$ cat src/rtl/rx_frame_ctrl_if.sv
// rtl/rx_frame_ctrl_if.sv - receiver control line, configuration and host handshake bundle
interface rx_frame_ctrl_if #(
    parameter int PERIOD_BITS = 4,
    parameter int MAX_DATA    = 8
);
    logic                   serial_in;
    logic [PERIOD_BITS-1:0] bit_period;
    logic [3:0]             data_size;
    logic                   data_read;
    logic [MAX_DATA-1:0]    rx_data;
    logic                   data_ready;
    logic                   framing_error;
    logic                   overrun_error;
    logic                   shift_strobe;
    logic                   busy;

    modport master (
        output serial_in, bit_period, data_size, data_read,
        input  rx_data, data_ready, framing_error, overrun_error, shift_strobe, busy
    );

    modport slave (
        input  serial_in, bit_period, data_size, data_read,
        output rx_data, data_ready, framing_error, overrun_error, shift_strobe, busy
    );
endinterface

$ cat src/rtl/rx_frame_ctrl.sv
// rtl/rx_frame_ctrl.sv - serial receiver frame sequencer with mid-bit sampling and host handshake
module rx_frame_ctrl #(
    parameter int PERIOD_BITS = 4,
    parameter int MAX_DATA    = 8
) (
    input logic          clk,
    input logic          n_rst,
    rx_frame_ctrl_if.slave bus
);
    typedef enum logic [2:0] {IDLE, START, DATA, STOP, LOAD} state_t;

    localparam logic [3:0] MAX_L = 4'(MAX_DATA);

    state_t                 state;
    logic                   prev_line;
    logic [PERIOD_BITS-1:0] timer;
    logic [PERIOD_BITS-1:0] per_l;
    logic [3:0]             size_l;
    logic [3:0]             bit_cnt;
    logic [MAX_DATA-1:0]    shift_reg;
    logic [MAX_DATA-1:0]    rx_data_r;
    logic                   data_ready_r;
    logic                   framing_error_r;
    logic                   overrun_error_r;

    logic [PERIOD_BITS-1:0] half;
    logic [PERIOD_BITS-1:0] timer_next;
    logic [3:0]             size_clamped;
    logic [3:0]             shamt;
    logic                   sample;
    logic                   start_detect;

    assign half         = per_l >> 1;
    assign sample       = (timer == half);
    assign timer_next   = (timer == per_l) ? PERIOD_BITS'(1) : timer + PERIOD_BITS'(1);
    assign size_clamped = (bus.data_size == 4'd0 || bus.data_size > MAX_L) ? MAX_L : bus.data_size;
    // Bits arrive at the MSB, so a short frame sits in the top size_l bits until aligned.
    assign shamt        = MAX_L - size_l;
    assign start_detect = (state == IDLE) && !bus.serial_in && prev_line;

    always_ff @(posedge clk or negedge n_rst) begin
        if (!n_rst) begin
            state           <= IDLE;
            prev_line       <= 1'b1;
            timer           <= '0;
            per_l           <= '0;
            size_l          <= '0;
            bit_cnt         <= '0;
            shift_reg       <= '0;
            rx_data_r       <= '0;
            data_ready_r    <= 1'b0;
            framing_error_r <= 1'b0;
            overrun_error_r <= 1'b0;
        end else begin
            prev_line <= bus.serial_in;
            if (bus.data_read) begin
                data_ready_r    <= 1'b0;
                overrun_error_r <= 1'b0;
            end
            case (state)
                IDLE: begin
                    if (start_detect) begin
                        per_l           <= bus.bit_period;
                        size_l          <= size_clamped;
                        timer           <= '0;
                        framing_error_r <= 1'b0;
                        state           <= START;
                    end
                end
                START: begin
                    timer <= timer_next;
                    if (sample) begin
                        if (!bus.serial_in) begin
                            bit_cnt <= '0;
                            state   <= DATA;
                        end else begin
                            state <= IDLE;
                        end
                    end
                end
                DATA: begin
                    timer <= timer_next;
                    if (sample) begin
                        shift_reg <= {bus.serial_in, shift_reg[MAX_DATA-1:1]};
                        bit_cnt   <= bit_cnt + 4'd1;
                        if (bit_cnt + 4'd1 == size_l)
                            state <= STOP;
                    end
                end
                STOP: begin
                    timer <= timer_next;
                    if (sample) begin
                        if (bus.serial_in) begin
                            state <= LOAD;
                        end else begin
                            framing_error_r <= 1'b1;
                            state           <= IDLE;
                        end
                    end
                end
                LOAD: begin
                    // Placed after the read clear so a same-cycle read cannot drop the new word.
                    rx_data_r    <= shift_reg >> shamt;
                    data_ready_r <= 1'b1;
                    if (data_ready_r && !bus.data_read)
                        overrun_error_r <= 1'b1;
                    state <= IDLE;
                end
                default: state <= IDLE;
            endcase
        end
    end

    assign bus.rx_data       = rx_data_r;
    assign bus.data_ready    = data_ready_r;
    assign bus.framing_error = framing_error_r;
    assign bus.overrun_error = overrun_error_r;
    assign bus.shift_strobe  = (state == DATA) && sample;
    assign bus.busy          = (state != IDLE);
endmodule

$ cat src/flat_wrapper.sv
// flat-port wrapper written by rule: the top's interface ports become plain ports
module rx_frame_ctrl_flat 
#(
    parameter int PERIOD_BITS = 4,
    parameter int MAX_DATA    = 8
)
  (clk, n_rst, bus_serial_in, bus_bit_period, bus_data_size, bus_data_read, bus_rx_data, bus_data_ready, bus_framing_error, bus_overrun_error, bus_shift_strobe, bus_busy);
  rx_frame_ctrl_if #(.PERIOD_BITS(PERIOD_BITS), .MAX_DATA(MAX_DATA)) bus_i ();
  input logic clk;
  input logic n_rst;
  input wire logic [$bits(bus_i.serial_in)-1:0] bus_serial_in;
  input wire logic [$bits(bus_i.bit_period)-1:0] bus_bit_period;
  input wire logic [$bits(bus_i.data_size)-1:0] bus_data_size;
  input wire logic [$bits(bus_i.data_read)-1:0] bus_data_read;
  output wire logic [$bits(bus_i.rx_data)-1:0] bus_rx_data;
  output wire logic [$bits(bus_i.data_ready)-1:0] bus_data_ready;
  output wire logic [$bits(bus_i.framing_error)-1:0] bus_framing_error;
  output wire logic [$bits(bus_i.overrun_error)-1:0] bus_overrun_error;
  output wire logic [$bits(bus_i.shift_strobe)-1:0] bus_shift_strobe;
  output wire logic [$bits(bus_i.busy)-1:0] bus_busy;
  assign bus_i.serial_in = bus_serial_in;
  assign bus_i.bit_period = bus_bit_period;
  assign bus_i.data_size = bus_data_size;
  assign bus_i.data_read = bus_data_read;
  assign bus_rx_data = bus_i.rx_data;
  assign bus_data_ready = bus_i.data_ready;
  assign bus_framing_error = bus_i.framing_error;
  assign bus_overrun_error = bus_i.overrun_error;
  assign bus_shift_strobe = bus_i.shift_strobe;
  assign bus_busy = bus_i.busy;
  rx_frame_ctrl #(.PERIOD_BITS(PERIOD_BITS), .MAX_DATA(MAX_DATA)) u_core (.clk(clk), .n_rst(n_rst), .bus(bus_i));
endmodule
$ cat config.mk
export PLATFORM = sky130hd
export DESIGN_NAME = rx_frame_ctrl_flat
export DESIGN_NICKNAME = d
export VERILOG_FILES = /design/src/rtl/rx_frame_ctrl_if.sv /design/src/rtl/rx_frame_ctrl.sv /design/src/flat_wrapper.sv
export SDC_FILE = /design/constraint.sdc
export NUM_CORES = 1
export LEC_CHECK = 0
export CORE_UTILIZATION = 55
export DETAILED_ROUTE_END_ITERATION = 7
export PLACE_DENSITY = 0.79
export SLEW_MARGIN = 10
export SYNTH_ARGS = -nofsm -noshare
export SYNTH_HDL_FRONTEND = slang
export SYNTH_SLANG_ARGS = --single-unit
$ cat constraint.sdc
create_clock -name clk -period 2.45 [get_ports clk]
set_input_delay 0.245 -clock clk [delete_from_list [all_inputs] [get_ports clk]]
set_output_delay 0.245 -clock clk [all_outputs]
set_load 0.02 [all_outputs]
Signal wires on met1:
The bar under the picture is 20 microns long.
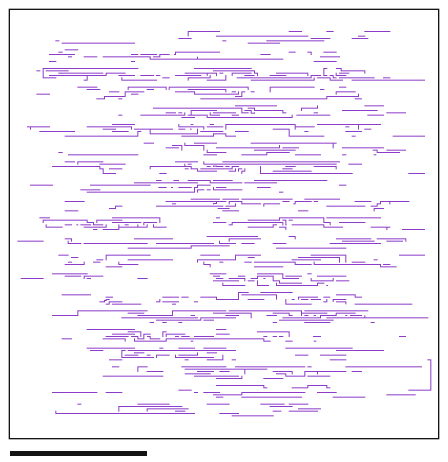
nets with wire on the layer: 203
main direction: horizontal
wire length on this layer: 1880 microns
longest straight run: 20.2 microns
share of all routed wire: 48%
M1 GR Usage: 31.0%
vias: 1471
Routed WL: 3930 microns

Met2 routing:
The bar under the picture is 20 microns long. Cells faint in the background.
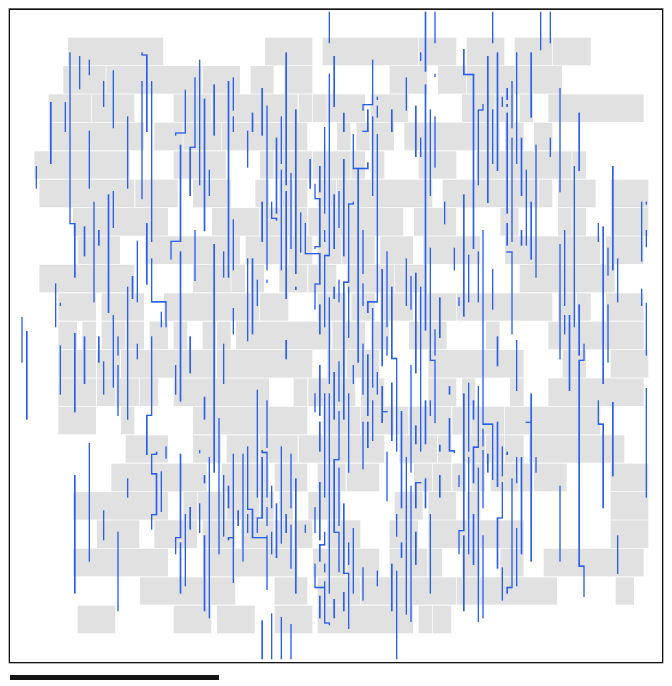
wire length on this layer: 1880 microns
main direction: vertical
nets with wire on the layer: 195

==> reports/qor.yml <==
yosys:
  yosys.area_share.aoi_pct: 11.5
  ys_async_sr_fraction_pct: 100
  flop_cell: "dfrtp_1"
  top_area_share_pct: 47.3
  ys_sh_simple_pct: 13.2
  synthMuxAreaShare_pct: 14.2
cts:
  cts_htree_levels: 2
  insertion_delay_ns: 0.35
  cts_tree: "yes"
  cts_hold_buf: 1
  clockBufferDepth: 2
timing:
  setup_tns_ns: 0
  worst_pin_slew_ns: 0.839
  fin_crit_sh_pct: 84.6
  timing.fmax_ghz: 0.482
  setup_viol_count_final: 0
critical_path:
  max_stage_delay_ns: 0.55
  crit_end: "bus_busy"
  worst-path-stages: 3
  r2r_start: "u_core.timer[2]"
  path_class: "reg2out"
  r2r_cells: 4
  worst_r2r_endpoint: "u_core.bit_cnt[0]"
  crit_slowest_cell: "clkdlybuf4s50_1"
  cp.required_ns: 2.20
routing:
  first_pass_iters: 4
  antenna_left: 0
  drt_iter0_markers: 87
  routed-wl-met2_microns: 1880
grt:
  grt_usage_pct: 22.7
power_and_ir_drop:
  pwr-share-seq_pct: 39.5
  switching_power_uw: 987
cells_and_area:
  finalNonFillerCells: 258
outcome:
  status: "completed"
worst_hold_path:
  min_to: "u_core.bus.overrun_error"
  min_from: "bus_data_read"
floorplanning:
  rows: 21
place:
  dp.cells: 249
-- worst reg2reg max path, delay by kind of cell, from the launching register on --
| kind | cells | cell delay, ns |
|---|---|---|
| xor+xnor | 1 | 0.20 |
| flops | 1 | 0.45 |
| mux | 1 | 0.26 |
| simple gates | 2 | 1.07 |
-- layout make-up --
| cell class | instances | area, sq um | share of cell area, % |
|---|---|---|---|
| clock buffers | 6 | 51.3 | 2.14 |
| well taps | 46 | 57.6 | 2.40 |
| multi-input cells | 128 | 971 | 40.6 |
| repair buffers | 27 | 263 | 11.0 |
| clock inverters | 2 | 35.0 | 1.46 |
| flip-flops and latches | 39 | 978 | 40.9 |
| inverters | 10 | 37.5 | 1.57 |
Power is estimated from default activity; no workload was simulated.
